==> images/clk_routes.png <==
Drawn at 3 px/um.
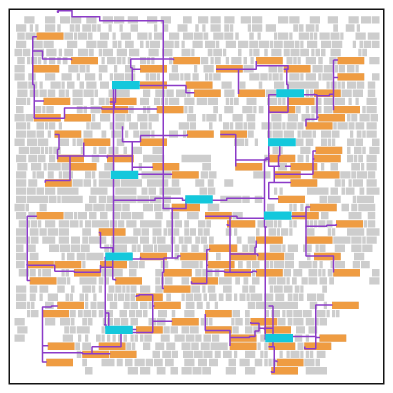
==> images/wires.png <==
Drawn at 2 px/um.
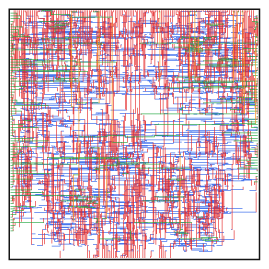
$ cat src/rtl/commit_sequencer_pkg.sv
// Shared definitions for the commit sequencer and the commit stage it feeds:
// tag/destination widths, sequencer state encoding and the tag-pack helper.
package commit_sequencer_pkg;
  localparam int CID_W  = 9;
  localparam int DEST_W = 4;
  localparam int CNT_W  = CID_W + 1;  // must hold 512 (frame_len 0)

  typedef enum logic {ST_IDLE = 1'b0, ST_RUN = 1'b1} state_t;

  typedef struct packed {
    logic [DEST_W-1:0] dest;
    logic [CID_W-1:0]  cid;
    logic              flag;
  } tag_t;

  function automatic tag_t pack_tag(input logic [DEST_W-1:0] dest,
                                    input logic [CID_W-1:0]  cid,
                                    input logic              flag);
    tag_t t;
    t.dest = dest;
    t.cid  = cid;
    t.flag = flag;
    return t;
  endfunction
endpackage

$ cat src/rtl/commit_sequencer_priority_match_select.sv
// priority_match_select: picks the lowest-index set bit of a match vector.
//   i_match  per-lane match
//   o_grant  one-hot grant (zero when no match)
//   o_dup    more than one lane matched
module priority_match_select #(
  parameter int n_lanes = 4
) (
  input  logic [n_lanes-1:0] i_match,
  output logic [n_lanes-1:0] o_grant,
  output logic               o_dup
);
  localparam logic [n_lanes-1:0] ONE = n_lanes'(1);

  // x & -x isolates the lowest set bit
  assign o_grant = i_match & (~i_match + ONE);
  assign o_dup   = |(i_match & ~o_grant);
endmodule

$ cat src/rtl/commit_sequencer.sv
// commit_sequencer: forwards lane results to the commit stage strictly in
// ascending commit_id order (0..frame_len-1), one commit per cycle max.
//   i_clk, i_reset (async, active low), i_enable (low freezes everything)
//   i_frame_start/i_frame_len    start a frame (len 0 means 512)
//   i_lane_*  / o_lane_ready     per-lane request bundle and one-hot accept
//   o_out_valid / i_out_ready    valid/ready toward the commit stage
//   o_*_out                      registered payload of the committed lane
//   o_expected_id, o_frame_done, o_err_dup, o_err_stall   status
module commit_sequencer
  import commit_sequencer_pkg::*;
#(
  parameter int data_width  = 16,
  parameter int n_blocks    = 256,
  parameter int n_lanes     = 4,
  parameter int stall_limit = 1023
) (
  input  logic                                i_clk,
  input  logic                                i_reset,
  input  logic                                i_enable,
  input  logic                                i_frame_start,
  input  logic [CID_W-1:0]                    i_frame_len,
  input  logic [n_lanes-1:0]                  i_lane_valid,
  output logic [n_lanes-1:0]                  o_lane_ready,
  input  logic [n_lanes*$clog2(n_blocks)-1:0] i_lane_block,
  input  logic [n_lanes*2*data_width-1:0]     i_lane_result,
  input  logic [n_lanes*DEST_W-1:0]           i_lane_dest,
  input  logic [n_lanes*CID_W-1:0]            i_lane_commit_id,
  input  logic [n_lanes-1:0]                  i_lane_commit_flag,
  output logic                                o_out_valid,
  input  logic                                i_out_ready,
  output logic [$clog2(n_blocks)-1:0]         o_block_out,
  output logic [2*data_width-1:0]             o_result_out,
  output logic [DEST_W-1:0]                   o_dest_out,
  output logic [CID_W-1:0]                    o_commit_id_out,
  output logic                                o_commit_flag_out,
  output logic [CID_W-1:0]                    o_expected_id,
  output logic                                o_frame_done,
  output logic                                o_err_dup,
  output logic                                o_err_stall
);
  localparam int LB   = $clog2(n_blocks);
  localparam int RW   = 2 * data_width;
  localparam int WD_W = $clog2(stall_limit + 1);

  state_t           r_state, w_state_nxt;
  logic [CID_W-1:0] r_exp_id;
  logic [CNT_W-1:0] r_count, r_len, w_len;
  logic [WD_W-1:0]  r_wd;
  logic             r_out_valid, r_frame_done, r_err_dup, r_err_stall;
  logic [LB-1:0]    r_blk;
  logic [RW-1:0]    r_res;
  tag_t             r_tag;

  logic [n_lanes-1:0] w_match, w_grant;
  logic               w_dup, w_run_en, w_load, w_last, w_wd_exp;
  logic [LB-1:0]      w_blk;
  logic [RW-1:0]      w_res;
  logic [DEST_W-1:0]  w_dst;
  logic               w_flg;

  always_comb begin
    w_match = '0;
    for (int i = 0; i < n_lanes; i++)
      w_match[i] = i_lane_valid[i] && (i_lane_commit_id[i*CID_W +: CID_W] == r_exp_id);
  end

  priority_match_select #(.n_lanes(n_lanes)) u_sel (
    .i_match (w_match),
    .o_grant (w_grant),
    .o_dup   (w_dup)
  );

  // frame_start wins over a load in the same cycle: the match was computed
  // against the old frame's expected_id.
  assign w_run_en = (r_state == ST_RUN) && i_enable;
  assign w_load   = w_run_en && !i_frame_start && (|w_match) && (!r_out_valid || i_out_ready);
  assign w_last   = (r_count == r_len - CNT_W'(1));
  assign w_wd_exp = w_run_en && !i_frame_start && !w_load && (|i_lane_valid) &&
                    (r_wd == WD_W'(stall_limit - 1));
  assign w_len    = (i_frame_len == '0) ? CNT_W'(1 << CID_W) : {1'b0, i_frame_len};

  assign o_lane_ready = w_load ? w_grant : '0;

  always_comb begin
    w_blk = '0;
    w_res = '0;
    w_dst = '0;
    w_flg = 1'b0;
    for (int i = 0; i < n_lanes; i++)
      if (w_grant[i]) begin
        w_blk = i_lane_block[i*LB +: LB];
        w_res = i_lane_result[i*RW +: RW];
        w_dst = i_lane_dest[i*DEST_W +: DEST_W];
        w_flg = i_lane_commit_flag[i];
      end
  end

  always_ff @(posedge i_clk or negedge i_reset)
    if (!i_reset) r_state <= ST_IDLE;
    else          r_state <= w_state_nxt;

  always_comb begin
    w_state_nxt = r_state;
    if (i_enable) begin
      if (i_frame_start)
        w_state_nxt = ST_RUN;
      else if (r_state == ST_RUN && ((w_load && w_last) || w_wd_exp))
        w_state_nxt = ST_IDLE;
    end
  end

  always_ff @(posedge i_clk or negedge i_reset) begin
    if (!i_reset) begin
      r_exp_id     <= '0;
      r_count      <= '0;
      r_len        <= '0;
      r_wd         <= '0;
      r_out_valid  <= 1'b0;
      r_frame_done <= 1'b0;
      r_err_dup    <= 1'b0;
      r_err_stall  <= 1'b0;
      r_blk        <= '0;
      r_res        <= '0;
      r_tag        <= '0;
    end else begin
      r_frame_done <= w_load && w_last;
      if (i_enable) begin
        if (i_frame_start) begin
          r_exp_id    <= '0;
          r_count     <= '0;
          r_wd        <= '0;
          r_len       <= w_len;
          r_err_dup   <= 1'b0;
          r_err_stall <= 1'b0;
        end else if (r_state == ST_RUN) begin
          if (w_load) begin
            r_exp_id <= r_exp_id + CID_W'(1);
            r_count  <= r_count + CNT_W'(1);
            r_wd     <= '0;
          end else if (|i_lane_valid) begin
            r_wd <= w_wd_exp ? '0 : r_wd + WD_W'(1);
          end
          if (w_dup)    r_err_dup   <= 1'b1;
          if (w_wd_exp) r_err_stall <= 1'b1;
        end
        // output register: load and drain may coincide
        if (w_load) begin
          r_out_valid <= 1'b1;
          r_blk       <= w_blk;
          r_res       <= w_res;
          r_tag       <= pack_tag(w_dst, r_exp_id, w_flg);
        end else if (i_out_ready) begin
          r_out_valid <= 1'b0;
        end
      end
    end
  end

  assign o_out_valid       = r_out_valid;
  assign o_block_out       = r_blk;
  assign o_result_out      = r_res;
  assign o_dest_out        = r_tag.dest;
  assign o_commit_id_out   = r_tag.cid;
  assign o_commit_flag_out = r_tag.flag;
  assign o_expected_id     = r_exp_id;
  assign o_frame_done      = r_frame_done;
  assign o_err_dup         = r_err_dup;
  assign o_err_stall       = r_err_stall;
endmodule

$ cat config.mk
export PLATFORM = sky130hd
export DESIGN_NAME = commit_sequencer
export DESIGN_NICKNAME = d
export VERILOG_FILES = /design/src/rtl/commit_sequencer_pkg.sv /design/src/rtl/commit_sequencer_priority_match_select.sv /design/src/rtl/commit_sequencer.sv
export SDC_FILE = /design/constraint.sdc
export NUM_CORES = 1
export LEC_CHECK = 0
export CAP_MARGIN = 20
export CORE_UTILIZATION = 42
export CTS_CLUSTER_DIAMETER = 40
export DETAILED_ROUTE_END_ITERATION = 12
export PLACE_DENSITY = 0.79
export REMOVE_ABC_BUFFERS = 1
export SLEW_MARGIN = 20
export SYNTH_ARGS = -nofsm -noshare
export SYNTH_HDL_FRONTEND = slang
export SYNTH_SLANG_ARGS = --single-unit
$ cat constraint.sdc
create_clock -name i_clk -period 2.8 [get_ports i_clk]
set_input_delay 0.56 -clock i_clk [delete_from_list [all_inputs] [get_ports i_clk]]
set_output_delay 0.56 -clock i_clk [all_outputs]
set_load 0.1 [all_outputs]
==> notes.md <==
From the run reports.

- The run finished, with violations left.
- The final reports fail on negative setup slack.
- The yosys stat cell total reads 791.
- The run reported a max-capacitance violation count of 0.
- The met3 track utilization from global routing reads 6.87%.
- The critical path goes through clkdlybuf4s15_1 -> xnor2_2 -> nand4_1 -> buf_4 -> or3_4 -> buf_6 -> nor3b_2 -> buf_4 -> buf_12.
- The total tool warning count reads 28.
- The number of post-CTS setup repair buffers reads 6.
- The report lists the number of standard-cell rows as 44.
- The design internal power is 2.72 mW.
- For the combinational group, total power comes out at 0.938 mW.
- By instance count, the cell type seen most on the critical path is sky130_fd_sc_hd__buf_4.
- The power of the clock network reads 1.37 mW.
- The footprint of the multi-input gates reads 3680 um^2.
- For this block, the via count after detailed routing is 7136.
- The maximum ir drop on the vdd rail is 0.000331 V.
- The HPWL after detailed placement is 18000 um.
- The worst slack after detailed placement is -379 ps.
- The gate count after technology mapping reads 791.
- The most heavily used metal layer in global routing is met2.
- The area fraction in and, or, nand and nor cells after synthesis is 27.8%.
- The met1 track utilization from global routing is 39.6%.
- The commonest cells after synthesis are sky130_fd_sc_hd__nand2_1 (164), sky130_fd_sc_hd__nor2_1 (102), sky130_fd_sc_hd__dfrtp_1 (98).
- The finished layout holds 1296 standard cells, fillers aside.
- TritonCTS built the clock tree.
- The routed metal-1 wirelength is 9790 um.
- The vertical die size is 124 um.
- The final setup skew is 8.90 ps.
- The initial antenna violation count was 0.
- The top routing layer in use reads met4.
- The synthesized netlist contains 54 unique library cells.
- The critical path is of the in2out type.
- The main area contributors are sky130_fd_sc_hd__dfrtp_1 (39%), sky130_fd_sc_hd__nand2_1 (9.8%), sky130_fd_sc_hd__nor2_1 (6.1%), sky130_fd_sc_hd__xnor2_1 (6.0%), sky130_fd_sc_hd__a31o_2 (5.2%).
- The most used standard cell by instance count after synthesis reads sky130_fd_sc_hd__nand2_1.
- The tally of nets with antenna violations remaining after routing is 0.
- The leading power group reads registers.
- Per the detail_route log, met3 wirelength is 1990 um.
- The worst max-slew margin expressed relative to the limit reads 56.5%.
- The post-synthesis share of cell area spent on and-or and or-and gates reads 18.7%.
- The total DRC errors in the routed layout reads 0.
- After synthesis, the chip area reported by Yosys is 6280 um^2.
- The prevailing logic family in the synthesized netlist is simple AND/OR/NAND/NOR gates.
- The critical path buffer and inverter count reads 5.
- The mux contribution to synthesized area is 0.956%.
- The final worst hold slack is 218 ps.
- RePlAce ended its routability-driven mode at a weighted congestion of 0.898.
- The final cell utilization of the core is 70.5%.
- Counting I/O delays and the setup requirement, the final critical path takes 2870 ps.
- Summing all flip-flop and latch instances after layout gives 2460 um^2.
- The largest area contributor in the synthesized netlist is sky130_fd_sc_hd__dfrtp_1.
- The dominant logic cell type in the layout is sky130_fd_sc_hd__clkdlybuf4s50_1.
- Dividing the synthesized area by the synthesized cell count gives 7.94 um^2.
- The final worst setup slack reads -71.5 ps.
- Summed over all failing endpoints, the final setup total negative slack is -71.5 ps.
- The number of top-level pins is 305.
- The register with the most flip-flops in the layout has 32 of them.
- The global-route usage over all layers reads 31.0%.
- The post-cts repair resize count reads 40.
- The kind of start point of the critical path is a primary input.
- The sequential area share after synthesis is 39.0%.
- The highest clock frequency the design can meet is 348 MHz.
- The clock reaches the later pin of the worst-skew pair after 350 ps.
- The measured slew at the worst slew-check pin is 653 ps.
- Entering global routing, the biggest net connects 82 pins.
- No sink is reached through more buffers than the 2 on the longest clock path.
- The detailed router finished its first iteration with 623 violations.
- The post-placement cell count reads 1271.
- The predominant post-synthesis flop cell reads sky130_fd_sc_hd__dfrtp_1.
- The mean number of vias per cell is 5.51.
- The max-slew violation count reads 0.
- The per-cell routed wire length is 18.6 um.
- In this run, the synthesized area fraction spent on adder and majority cells is recorded as 1.15%.
- The share of the synthesized area in the top cell type reads 39.0%.
- In this run, synthesis produced a sequential element count of 98.
- The total number of nets in the final design reads 1346.
- The H-tree was split into 3 levels.
- The final tally of setup violations is 1.
- The sequential cell fraction of total power reads 39.9%.
- The total chip power reads 3.85 mW.
- The worst path uses 103% of the clock period.
- The final wirelength is 24100 um.
- The hold violation count in the final report reads 0.
- The core region area reads 14600 um^2.
Notes on clk_routes.png above:
[orange] flip-flops | count: 98
[cyan] clock drivers | count: 9
[purple] clock wires | length: 1310 um
flops lie	widely spread
routed clock nets	10

Notes on wires.png above:
color	layer	wire length
green	metal 3	1990 um
red	metal 2	11600 um
orange	metal 4	658 um
blue	metal 1	9790 um

-- worst paths after layout --
path,slack [ps],cells after the start,from,endpoint
max in group asynchronous,1850,2,i_reset,o_result_out[13]
min,220,1,i_reset,r_wd[0]
min in group i_clk,480,2,o_err_stall,o_err_stall
max,-70,9,i_lane_commit_id[17],o_lane_ready[1]
min reg2reg,480,2,o_err_stall,o_err_stall
max reg2reg,90,9,o_expected_id[8],r_count[5]
-- cell type report --
| class | instances | area share, % |
|---|---|---|
| Multi-Input combinational cell | 618 | 35.8 |
| Timing Repair Buffer | 371 | 34.5 |
| Sequential cell | 98 | 23.9 |
| Clock buffer | 10 | 2.32 |
| Tap cell | 184 | 2.24 |
| Clock inverter | 6 | 0.876 |
| Inverter | 9 | 0.328 |
No activity file was given, so power comes from the tool's default toggle rates.
